## config.mk

```make
export PLATFORM = sky130hd
export DESIGN_NAME = product_accumulator
export DESIGN_NICKNAME = d
export VERILOG_FILES = /design/src/rtl/product_accumulator_pkg.sv /design/src/rtl/product_accumulator_acc_add_sat.sv /design/src/rtl/product_accumulator.sv
export SDC_FILE = /design/constraint.sdc
export NUM_CORES = 1
export LEC_CHECK = 0
export ABC_CLOCK_PERIOD_IN_PS = 4950
export CAP_MARGIN = 10
export CELL_PAD_IN_SITES_DETAIL_PLACEMENT = 1
export CELL_PAD_IN_SITES_GLOBAL_PLACEMENT = 1
export CORE_UTILIZATION = 45
export DETAILED_ROUTE_END_ITERATION = 16
export DONT_BUFFER_PORTS = 1
export PLACE_DENSITY_LB_ADDON = 0.1
export SYNTH_ARGS = -nofsm -noshare
export SYNTH_HDL_FRONTEND = slang
export SYNTH_HIERARCHICAL = 1
export SYNTH_SLANG_ARGS = --single-unit
export TNS_END_PERCENT = 10
```

## constraint.sdc

```tcl
create_clock -name clk -period 4.95 [get_ports clk]
set_input_delay 0.495 -clock clk [delete_from_list [all_inputs] [get_ports clk]]
set_output_delay 0.495 -clock clk [all_outputs]
set_load 0.01 [all_outputs]
```

## src/rtl/product_accumulator_pkg.sv

```systemverilog
// Shared types and elaboration-time helpers for the product accumulator.
package product_accumulator_pkg;

  // Frame state: IDLE means no beat of the current frame has been seen yet.
  typedef enum logic [0:0] {
    IDLE = 1'b0,
    ACC  = 1'b1
  } state_t;

  // Legal parameter combination: result at least as wide as a product,
  // and a beat counter of at least one bit.
  function automatic bit widths_ok(input int width_in, input int width_acc,
                                   input int count_width);
    return (width_acc >= width_in) && (count_width >= 1);
  endfunction

endpackage

```

## src/rtl/product_accumulator_acc_add_sat.sv

```systemverilog
// Extended add with overflow detect for the product accumulator.
// Optional clamping on overflow when PRODUCT_ACCUMULATOR_SAT_EN is defined;
// otherwise the sum wraps and ovf still reports the wrap.
module product_accumulator_acc_add_sat
  import product_accumulator_pkg::*;
#(
  parameter int WIDTH_ACC = 80
) (
  input  logic [WIDTH_ACC-1:0] acc,
  input  logic [WIDTH_ACC-1:0] ext,
  input  logic                 is_signed,
  output logic [WIDTH_ACC-1:0] sum,
  output logic                 ovf
);

  logic [WIDTH_ACC:0] sum_wide_s;

  // One-bit-wider add, interpreted as signed or unsigned per the current beat.
  always_comb begin
    sum_wide_s = '0;
    ovf        = 1'b0;
    if (is_signed) begin
      sum_wide_s = {acc[WIDTH_ACC-1], acc} + {ext[WIDTH_ACC-1], ext};
      ovf        = sum_wide_s[WIDTH_ACC] ^ sum_wide_s[WIDTH_ACC-1];
    end else begin
      sum_wide_s = {1'b0, acc} + {1'b0, ext};
      ovf        = sum_wide_s[WIDTH_ACC];
    end
  end

  // Result select: wrapped sum, or clamp toward the true sign on overflow.
  always_comb begin
    sum = sum_wide_s[WIDTH_ACC-1:0];
`ifdef PRODUCT_ACCUMULATOR_SAT_EN
    if (ovf) begin
      if (is_signed) begin
        // The extra bit carries the true sign of the exact sum.
        if (sum_wide_s[WIDTH_ACC]) begin
          sum = {1'b1, {(WIDTH_ACC-1){1'b0}}};
        end else begin
          sum = {1'b0, {(WIDTH_ACC-1){1'b1}}};
        end
      end else begin
        sum = {WIDTH_ACC{1'b1}};
      end
    end else begin
      sum = sum_wide_s[WIDTH_ACC-1:0];
    end
`else
    sum = sum_wide_s[WIDTH_ACC-1:0];
`endif
  end

endmodule

```

## src/rtl/product_accumulator.sv

```systemverilog
// Frame accumulator behind the pipelined multiplier. Sums each framed stream
// of products and presents the frame result on a valid/ready output. Never
// stalls its input: a result that finds the output register occupied is
// dropped and recorded in the sticky overrun flag.
// Optional build macro: PRODUCT_ACCUMULATOR_SAT_EN (saturate instead of wrap).
module product_accumulator
  import product_accumulator_pkg::*;
#(
  parameter int WIDTH_IN    = 64,
  parameter int WIDTH_ACC   = 80,
  parameter int COUNT_WIDTH = 16
) (
  input  logic                   clk,
  input  logic                   rst,
  input  logic                   is_signed,
  input  logic                   in_valid,
  input  logic [WIDTH_IN-1:0]    in_data,
  input  logic                   in_last,
  output logic                   out_valid,
  input  logic                   out_ready,
  output logic [WIDTH_ACC-1:0]   out_sum,
  output logic [COUNT_WIDTH-1:0] out_count,
  output logic                   out_ovf,
  output logic                   overrun,
  input  logic                   clr_overrun
);

  if (!widths_ok(WIDTH_IN, WIDTH_ACC, COUNT_WIDTH)) begin : g_bad_widths
    $error("product_accumulator: need WIDTH_ACC >= WIDTH_IN and COUNT_WIDTH >= 1");
  end

  state_t                 state_r;
  state_t                 state_nxt_s;
  logic [WIDTH_ACC-1:0]   acc_r;
  logic [WIDTH_ACC-1:0]   acc_nxt_s;
  logic [COUNT_WIDTH-1:0] cnt_r;
  logic [COUNT_WIDTH-1:0] cnt_nxt_s;
  logic                   fovf_r;
  logic                   fovf_nxt_s;

  logic [WIDTH_ACC-1:0]   ext_s;
  logic [WIDTH_ACC-1:0]   add_base_s;
  logic [WIDTH_ACC-1:0]   add_sum_s;
  logic                   add_ovf_s;
  logic [COUNT_WIDTH-1:0] beat_cnt_s;
  logic                   frame_ovf_s;
  logic                   done_s;
  logic                   out_free_s;

  // Widen the product: sign- or zero-extension chosen per beat.
  always_comb begin
    if (is_signed) begin
      ext_s = WIDTH_ACC'($signed(in_data));
    end else begin
      ext_s = WIDTH_ACC'(in_data);
    end
  end

  // First beat of a frame adds to zero, so IDLE and ACC share one adder.
  always_comb begin
    if (state_r == ACC) begin
      add_base_s = acc_r;
    end else begin
      add_base_s = '0;
    end
  end

  product_accumulator_acc_add_sat #(
    .WIDTH_ACC (WIDTH_ACC)
  ) u_add (
    .acc       (add_base_s),
    .ext       (ext_s),
    .is_signed (is_signed),
    .sum       (add_sum_s),
    .ovf       (add_ovf_s)
  );

  // Beat count including this beat (saturating) and frame-sticky overflow.
  always_comb begin
    if (state_r == IDLE) begin
      beat_cnt_s  = COUNT_WIDTH'(1);
      frame_ovf_s = add_ovf_s;
    end else begin
      if (&cnt_r) begin
        beat_cnt_s = cnt_r;
      end else begin
        beat_cnt_s = cnt_r + COUNT_WIDTH'(1);
      end
      frame_ovf_s = fovf_r | add_ovf_s;
    end
  end

  // Next-state and frame datapath decode.
  always_comb begin
    state_nxt_s = state_r;
    acc_nxt_s   = acc_r;
    cnt_nxt_s   = cnt_r;
    fovf_nxt_s  = fovf_r;
    done_s      = 1'b0;
    case (state_r)
      IDLE, ACC: begin
        if (in_valid) begin
          if (in_last) begin
            state_nxt_s = IDLE;
            acc_nxt_s   = '0;
            cnt_nxt_s   = '0;
            fovf_nxt_s  = 1'b0;
            done_s      = 1'b1;
          end else begin
            state_nxt_s = ACC;
            acc_nxt_s   = add_sum_s;
            cnt_nxt_s   = beat_cnt_s;
            fovf_nxt_s  = frame_ovf_s;
          end
        end else begin
          state_nxt_s = state_r;
        end
      end
      default: begin
        state_nxt_s = IDLE;
        acc_nxt_s   = '0;
        cnt_nxt_s   = '0;
        fovf_nxt_s  = 1'b0;
      end
    endcase
  end

  // Output register can take a result if empty or being drained this cycle.
  always_comb begin
    out_free_s = ~out_valid | out_ready;
  end

  // FSM state register.
  always_ff @(posedge clk) begin
    if (rst) begin
      state_r <= IDLE;
    end else begin
      state_r <= state_nxt_s;
    end
  end

  // Running accumulator, beat counter and per-frame overflow flag.
  always_ff @(posedge clk) begin
    if (rst) begin
      acc_r  <= '0;
      cnt_r  <= '0;
      fovf_r <= 1'b0;
    end else begin
      acc_r  <= acc_nxt_s;
      cnt_r  <= cnt_nxt_s;
      fovf_r <= fovf_nxt_s;
    end
  end

  // Result register: load on completion when free, clear on handshake.
  always_ff @(posedge clk) begin
    if (rst) begin
      out_valid <= 1'b0;
      out_sum   <= '0;
      out_count <= '0;
      out_ovf   <= 1'b0;
    end else if (done_s && out_free_s) begin
      out_valid <= 1'b1;
      out_sum   <= add_sum_s;
      out_count <= beat_cnt_s;
      out_ovf   <= frame_ovf_s;
    end else if (out_valid && out_ready) begin
      out_valid <= 1'b0;
    end else begin
      out_valid <= out_valid;
    end
  end

  // Sticky overrun: a dropped result sets it, and setting beats clearing.
  always_ff @(posedge clk) begin
    if (rst) begin
      overrun <= 1'b0;
    end else if (done_s && !out_free_s) begin
      overrun <= 1'b1;
    end else if (clr_overrun) begin
      overrun <= 1'b0;
    end else begin
      overrun <= overrun;
    end
  end

endmodule

```

**Run 1: cell density map**

(1.5 px per um) The die is cut into 17 by 17 equal tiles; white is low, dark blue is high, 0 to 100% covered.
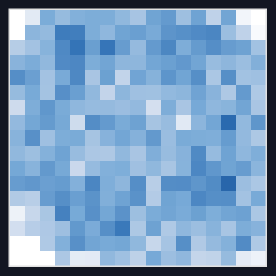
fullest tile: 78%
tiles over 75% full: 0.70%
emptiest ninth of the die: lower left
nearly empty tiles: 2.8%
mean over tiles: 45%
floorplan core density: 0.458
Core Box Area: 27900 um^2

**Run 1: M4 wires**

(2 px per um)
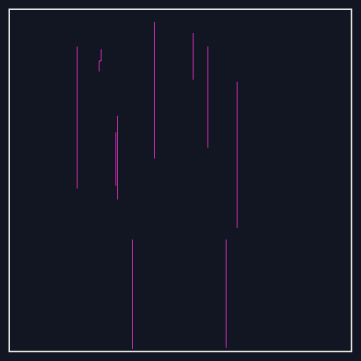
nets with wire on the layer: 9
wire length on this layer: 473 um
longest straight run: 72.8 um
main direction: vertical
share of all routed wire: 1.2%
via count: 12000
drt total wl: 39400 um

**Run 1: clock wires, drivers and flops**

(3 px per um)
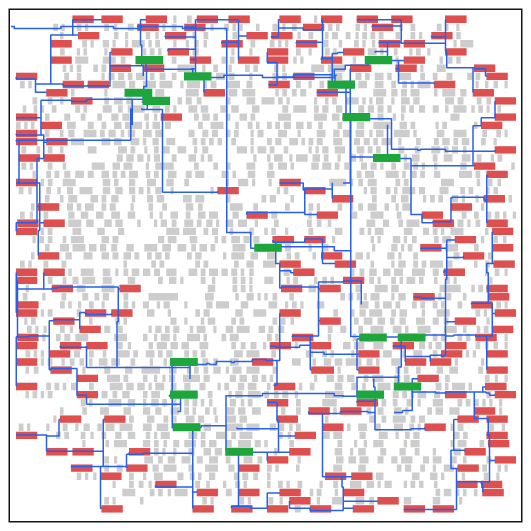
legend:
  green:
    item: clock drivers
    count: 17
  red:
    item: flip-flops
    count: 197
  blue:
    item: clock wires
    length: 2880 um
routed clock nets: 18
clock network power share: 0.408
Clock group: 0.00148 W
Layout Skew: 21.1 ps
Latency at later pin: 460 ps

**Run 1: routing congestion**

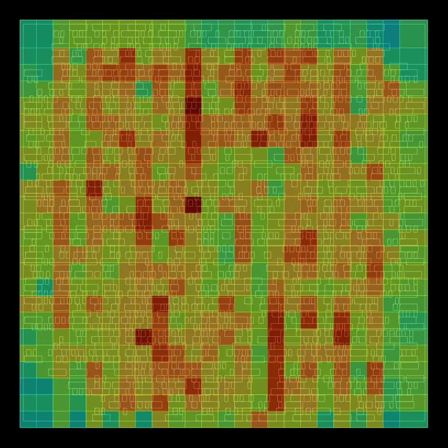
met2 usage: 0.434
Top Usage Layer GRT: met2
total track usage: 0.273

[run 1: state kept, by name (all words and copies together), names as in the netlist]
name and flops:
overrun 1, cnt_r 16, out_ovf 1, state_r 1, out_sum 80, fovf_r 1
out_count 16, out_valid 1, acc_r 80
[run 1: worst max-delay path: cells and delay by family, from the launching register on]
kind	cells	cell delay (ps)
AND-OR/OR-AND	8	1990
XOR/XNOR	1	180
adder cells (fa/ha/maj)	1	320
buffers and inverters	1	250
flip-flops	1	550
AND/OR/NAND/NOR	3	960
[run 1: power by group through the flow]
| stage | Combinational, W | Sequential [W] | Clock [W] |
|---|---|---|---|
| finish | 0.000439 | 0.00170 | 0.00148 |
| global route | 0.000488 | 0.00171 | 0.00157 |
| CTS | 0.000438 | 0.00170 | 0.00151 |
| detailed placement | 0.000434 | 0.00174 | 0 |
| global placement | 0.000425 | 0.00173 | 0 |
| floorplan | 0.000364 | 0.00172 | 0 |
[run 1: logic make-up (layout without fill, tap and decap cells)]
family | after synthesis | after routing | share of synthesized area
simple gates | 717 | 717 | 0.266
compound gates | 497 | 497 | 0.240
flops | 197 | 197 | 0.309
buf+inv | 138 | 63 | 0.0436
xor+xnor | 86 | 86 | 0.0590
fa+ha+maj | 82 | 82 | 0.0810
mux | 2 | 2 | 0.00157
other cells | 0 | 3 | 0
[run 1: layout by cell type (no fill, tap or decap), drive strengths merged, types with 28 or more instances in the layout]
master,count
o21ai,58
and2,88
dfxtp,197
ha,81
a21o,59
nor2,62
inv,28
nand2,332
xnor2,54
xor2,32
a21oi,255
nand3,125
[run 1: path summary, 6_finish.rpt]
check,startpoint,end,cells past startpoint
setup reg to reg,state_r,acc_r[74],14
hold reg to reg,acc_r[67],acc_r[67],2
setup / recovery,state_r,acc_r[74],14
hold / removal,rst,cnt_r[12],1
==> flow_summary.json, run 1 <==
{
  "power_w": 0.00361,
  "path_clk_slew_ps": 90,
  "drv_cap": 0,
  "place.gp.congestion": 0.913,
  "buffer_area_frac": 0.00501,
  "worstSetupStartpointType": "register",
  "power.net_switching_w": 0.00113,
  "netlist_instances": 1719,
  "tool_warnings": 32,
  "synth-edff-count": 0,
  "n_clock_buffer": 17,
  "inverters": 22,
  "postCtsHoldBufs": 0,
  "p_int_w": 0.00249,
  "slowest_stage": "or4b_2",
  "hold_path.class": "in2reg",
  "ys.flop_type": "dfxtp_1",
  "yosys_cells": 1719,
  "status": "complete, no violations",
  "final_cells": 2025,
  "top_cell": "nand2_1",
  "crit_chain": "buf_4 -> and2_1 -> ha_1 -> a211oi_1 -> o21bai_1 -> or4b_2 -> o2111ai_1 -> a21o_1 -> o21a_1 -> o21bai_1 -> a31oi_1 -> xnor2_1 -> nand3_1 -> a21oi_1",
  "synth_top_area_share": 0.309,
  "cpPeakStageDelay_ps": 700,
  "drt_iter0_drc": 695,
  "post_cts_resized": 0,
  "ys_chip_area_um2": 12800
}
==> run 2, diff against run 1 <==
CAP_MARGIN = 15   (was 10)
GPL_ROUTABILITY_DRIVEN = 0   (was not set)
**Run 2: clock wires, drivers and flops**

(3 px per um)
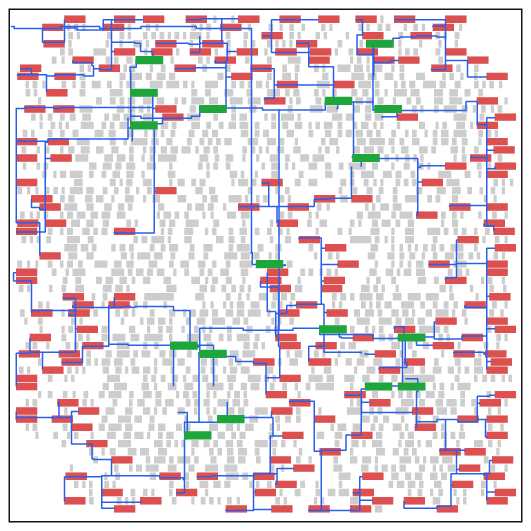
Clock group: 0.00147 W
Latency at later pin: 450 ps

==> run 2 against run 1 <==
Cell count about the same. Power down 0.14%. First-iteration DRC count up 13%. Design area about the same. Count of clock-buffer cells in the layout unchanged. Synthesized cell count unchanged. Worst setup slack better by 36 ps. Via count about the same. Register-to-register slack better by 40 ps. Sequential share of layout area about the same. Critical path type unchanged. Critical endpoint unchanged. Largest cell class unchanged.
==> flow_summary.json, run 2 <==
{
  "timing.rr.end": "acc_r[74]",
  "p_leak_nw": 5.42,
  "top_cell": "nand2_1",
  "track_usage": 0.279,
  "hold_path.class": "in2reg",
  "status": "complete, no violations",
  "power_w": 0.00361,
  "cts_setup_buffers": 0,
  "netlist_instances": 1719,
  "final_layout_top_logic_cells": "nand2_1, a21oi_1, dfxtp_1, nand3_1, and2_1",
  "wire_per_inst_um": 19.7,
  "synthAdderAreaFrac": 0.0810,
  "reg_top3": "acc_r (80), out_sum (80)",
  "ys.flop_type": "dfxtp_1",
  "yosys_cells": 1719,
  "layout_top_cell": "nand2_1",
  "hp-start": "rst",
  "synth_top_area_share": 0.309,
  "min_to": "cnt_r[15]",
  "synth-simple-area-share": 0.266,
  "synth-edff-count": 0,
  "worstSetupStartpointType": "register",
  "rr_worst_depth": 15,
  "timing.rr.start": "state_r",
  "drv_cap": 0,
  "ys_seq_share": 0.309,
  "ys_chip_area_um2": 12800,
  "post_cts_resized": 0,
  "wirelength_um": 39900,
  "fp_util": 0.458,
  "area_delta_synth_final_pct": 5.57,
  "core_um2": 27900,
  "slew_headroom": 0.306,
  "min_path_cells": 1,
  "yosys.area_share.aoi": 0.240,
  "tool_warnings": 32,
  "xor_area_frac": 0.0590,
  "num_vias": 12000,
  "mux_share": 0.00157,
  "dp_cells": 1989,
  "final_cells": 2024,
  "top_logic_kind": "simple AND/OR/NAND/NOR gates",
  "postCtsHoldBufs": 0,
  "drt_iter0_drc": 787,
  "path_clk_slew_ps": 80,
  "crit_type": "reg2reg",
  "num_rows": 61
}
**Run 2: cell density map**

(1.5 px per um) The die is cut into 17 by 17 equal tiles; white is low, dark blue is high, 0 to 100% covered.
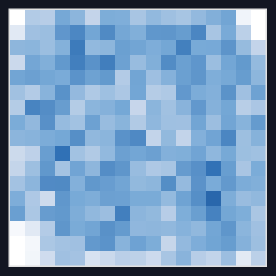
fin util: 0.483

[run 2: cell counts after synthesis]
No cell type changed its count.
[run 2: routing by layer]
layer | wire length (um) | part of all wire | vias up | GRT usage
met5 | 0 | 0 | - | 0
met4 | 648 | 0.016 | 0 | 0.0744
met3 | 2270 | 0.057 | 41 | 0.0656
met2 | 18100 | 0.45 | 244 | 0.453
met1 | 18900 | 0.47 | 5843 | 0.367
li1 | - | - | 5882 | -
[run 2: layout make-up]
cell class	count	area [um^2]
fill	3516	14400
multi-input combinational	1384	8280
sequential	197	3950
tap	378	473
clock buffer	17	425
clock inverter	15	184
inverter	22	83.8
timing repair buffer	8	72.6
antenna	3	7.51
[run 2: how the worst max path moves through the flow]
stage                       start   endpoint  slack, ps
after floorplan           state_r  acc_r[76]       1130
after global placement    state_r  acc_r[69]        870
after detailed placement  state_r  acc_r[74]        800
after CTS                 state_r  acc_r[74]        760
after global routing      state_r  acc_r[33]        430
final                     state_r  acc_r[74]        680
[run 2: worst max-delay path, cell delays in order, from the launching register on]
cell and delay [ps]:
dfxtp_2 490, and2_1 220, ha_1 220, fa_1 430
a211oi_1 370, o21ai_0 180, a22oi_1 350, a21oi_1 180
o2111ai_1 370, a21o_1 230, o21a_1 240, o21bai_1 220
a31oi_1 250, xnor2_1 180, nand3_1 100, a21oi_1 170
[run 2: power breakdown]
group | total [W] | switching, W | internal [W]
logic | 0.000439 | 0.000290 | 0.000149
clock network | 0.00147 | 0.000740 | 0.000729
registers | 0.00170 | 0.0000572 | 0.00164
total | 0.00361 | 0.00109 | 0.00252
**Run 2: M4 wires**

(2 px per um)
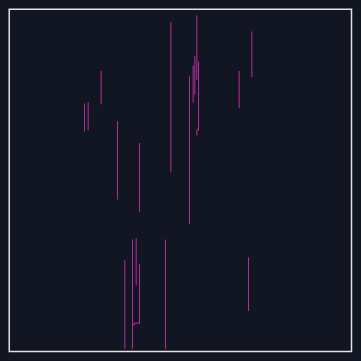

==> run 3, diff against run 2 <==
ABC_CLOCK_PERIOD_IN_PS = 4500   (was 4950)
CORE_UTILIZATION = 41   (was 45)
DONT_BUFFER_PORTS = not set   (was 1)
clock period = 4.5 ns   (was 4.95 ns; I/O delays follow)
**Run 3: M4 wires**

(2 px per um)
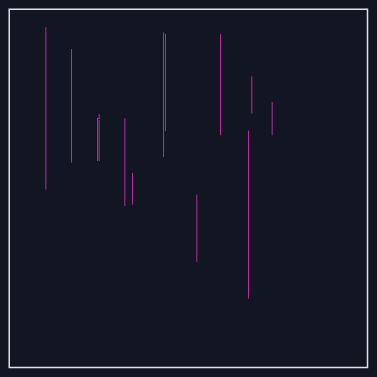
nets with wire on the layer: 10
main direction: vertical
longest straight run: 83.6 um
wire length on this layer: 553 um
share of all routed wire: 1.4%

**Run 3: supply network**

(3 px per um) Pins as bars on the die edge.
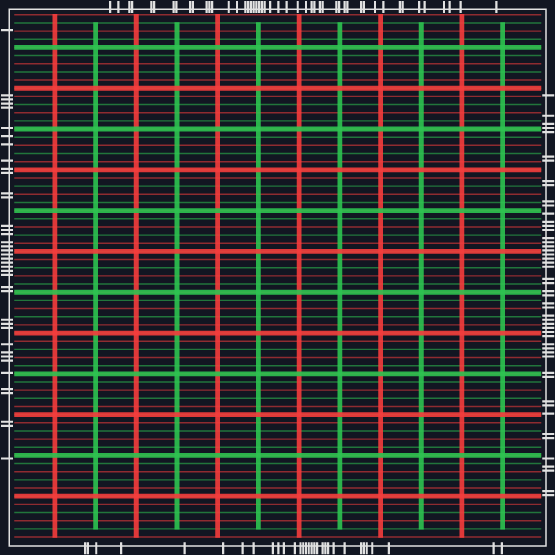
legend:
  red:
    net: VSS
  green:
    net: VDD
signal pins: 170
met1 rails: 65

==> run 3 against run 2 <==
Count of clock-buffer cells in the layout unchanged. Global-route usage down 2.1 points. Die size up 9.6%. Fmax up 2.7%. Non-clock buffer count up 181. Power up 14%. Sequential cell count unchanged. Sequential share of layout area down 3.4 points.
==> flow_summary.json, run 3 <==
{
  "final_cells": 2220,
  "dp_cells": 2188,
  "met3WireLength_um": 1490,
  "fp_util": 0.417,
  "cp_common_cell": "a21oi_1",
  "num_vias": 12600,
  "ys_seq_share": 0.309,
  "drv_cap": 0,
  "p_leak_nw": 6.08,
  "final_layout_top_logic_cells": "nand2_1, a21oi_1, dfxtp_1, clkdlybuf4s50_1, nand3_1",
  "clock.latency.late_pin_ps": 450,
  "crit_chain": "and2_1 -> ha_1 -> fa_1 -> a211oi_1 -> o21ai_0 -> a22oi_1 -> a21oi_1 -> o2111ai_1 -> a21o_1 -> o21a_1 -> o21bai_1 -> a31oi_1 -> xnor2_1 -> nand3_1 -> a21oi_1",
  "synth_top_area_share": 0.309,
  "pwr-share-clk": 0.383,
  "ys_chip_area_um2": 12800,
  "worstSetupStartpointType": "register",
  "wl_met1_um": 20200,
  "wire_per_inst_um": 18.4,
  "diodes": 0,
  "yosys_cells": 1719,
  "seqPwrFrac": 0.448,
  "top_layer": "met4",
  "hold_path.class": "in2reg",
  "slowest_stage": "dfxtp_4",
  "power.net_switching_w": 0.00125,
  "portBuffers": 169,
  "postCtsHoldBufs": 0,
  "route.met2.wl_um": 18600,
  "tool_warnings": 28,
  "cpPeakStageDelay_ps": 450,
  "cp_num_buf_inv": 0,
  "area_delta_synth_final_pct": 19.4,
  "core_um2": 30600,
  "power_frac_comb": 0.169,
  "crit_required_ps": 4870,
  "seq_cell_power_w": 0.00185,
  "top_power_group": "registers",
  "path_delay_family": "AND-OR/OR-AND gates",
  "slew_headroom": 0.276,
  "path_clk_slew_ps": 80,
  "p_int_w": 0.00288,
  "num_rows": 64,
  "status": "complete, no violations",
  "reg_top3": "acc_r (80), out_sum (80)",
  "wirelength_um": 40900,
  "ys.flop_type": "dfxtp_1",
  "track_usage": 0.257
}
==> run 3: netlist changes by cell type in the layout (fill, tap and decap cells not counted) <==
cell and change:
inv_8 -1, buf_4 +14, dfxtp_2 -1, clkinv_8 -2, clkdlybuf4s50_1 +167, buf_12 -1
buf_6 +1, inv_2 +1, dfxtp_4 +1, clkinvlp_4 +2, diode_2 -3, inv_6 +1
clkinv_2 -1
==> run 3: worst paths after layout <==
kind              cells after the start  slack [ps]           end         start
setup / recovery                     15         340     acc_r[74]       state_r
hold / removal                        2         360      cnt_r[4]      in_valid
setup reg to reg                     15         340     acc_r[74]       state_r
hold reg to reg                       2         440  out_count[2]  out_count[2]
==> run 3: cells by family after synthesis <==
logic type,count (synthesis),synth area share
mux,2,0.00157
fa+ha+maj,82,0.0810
xor+xnor,86,0.0590
flops,197,0.309
buf+inv,138,0.0436
simple gates,717,0.266
compound gates,497,0.240
==> run 3: per-layer routing <==
layer | up-vias | track usage
li1 | 6221 | -
met1 | 6145 | 0.359
met2 | 234 | 0.419
met3 | 29 | 0.0311
met4 | 0 | 0.0618
met5 | - | 0
==> run 3: stage by stage <==
stage | util | power (W) | setup WS, ps
global route | 0.498 | 0.00429 | 63.2
finish | 0.498 | 0.00413 | 342
global placement | 0.479 | 0.00257 | 197
floorplan | - | 0.00229 | 677
detailed placement | 0.479 | 0.00258 | 61.9
CTS | 0.498 | 0.00417 | 239
==> run 3: final cells by class <==
type	count	area, um^2
timing repair buffer	189	1840
clock buffer	17	425
inverter	22	82.6
clock inverter	15	164
multi-input combinational	1384	8280
tap	396	495
sequential	197	3950
fill	3805	15400
==> run 3: what timing repair did <==
| action | in CTS | in global routing |
|---|---|---|
| buffers inserted | 0 | 0 |
| setup endpoints to repair | 0 | 11 |
| resized | 0 | 1 |
Power and IR drop assume default switching activity.
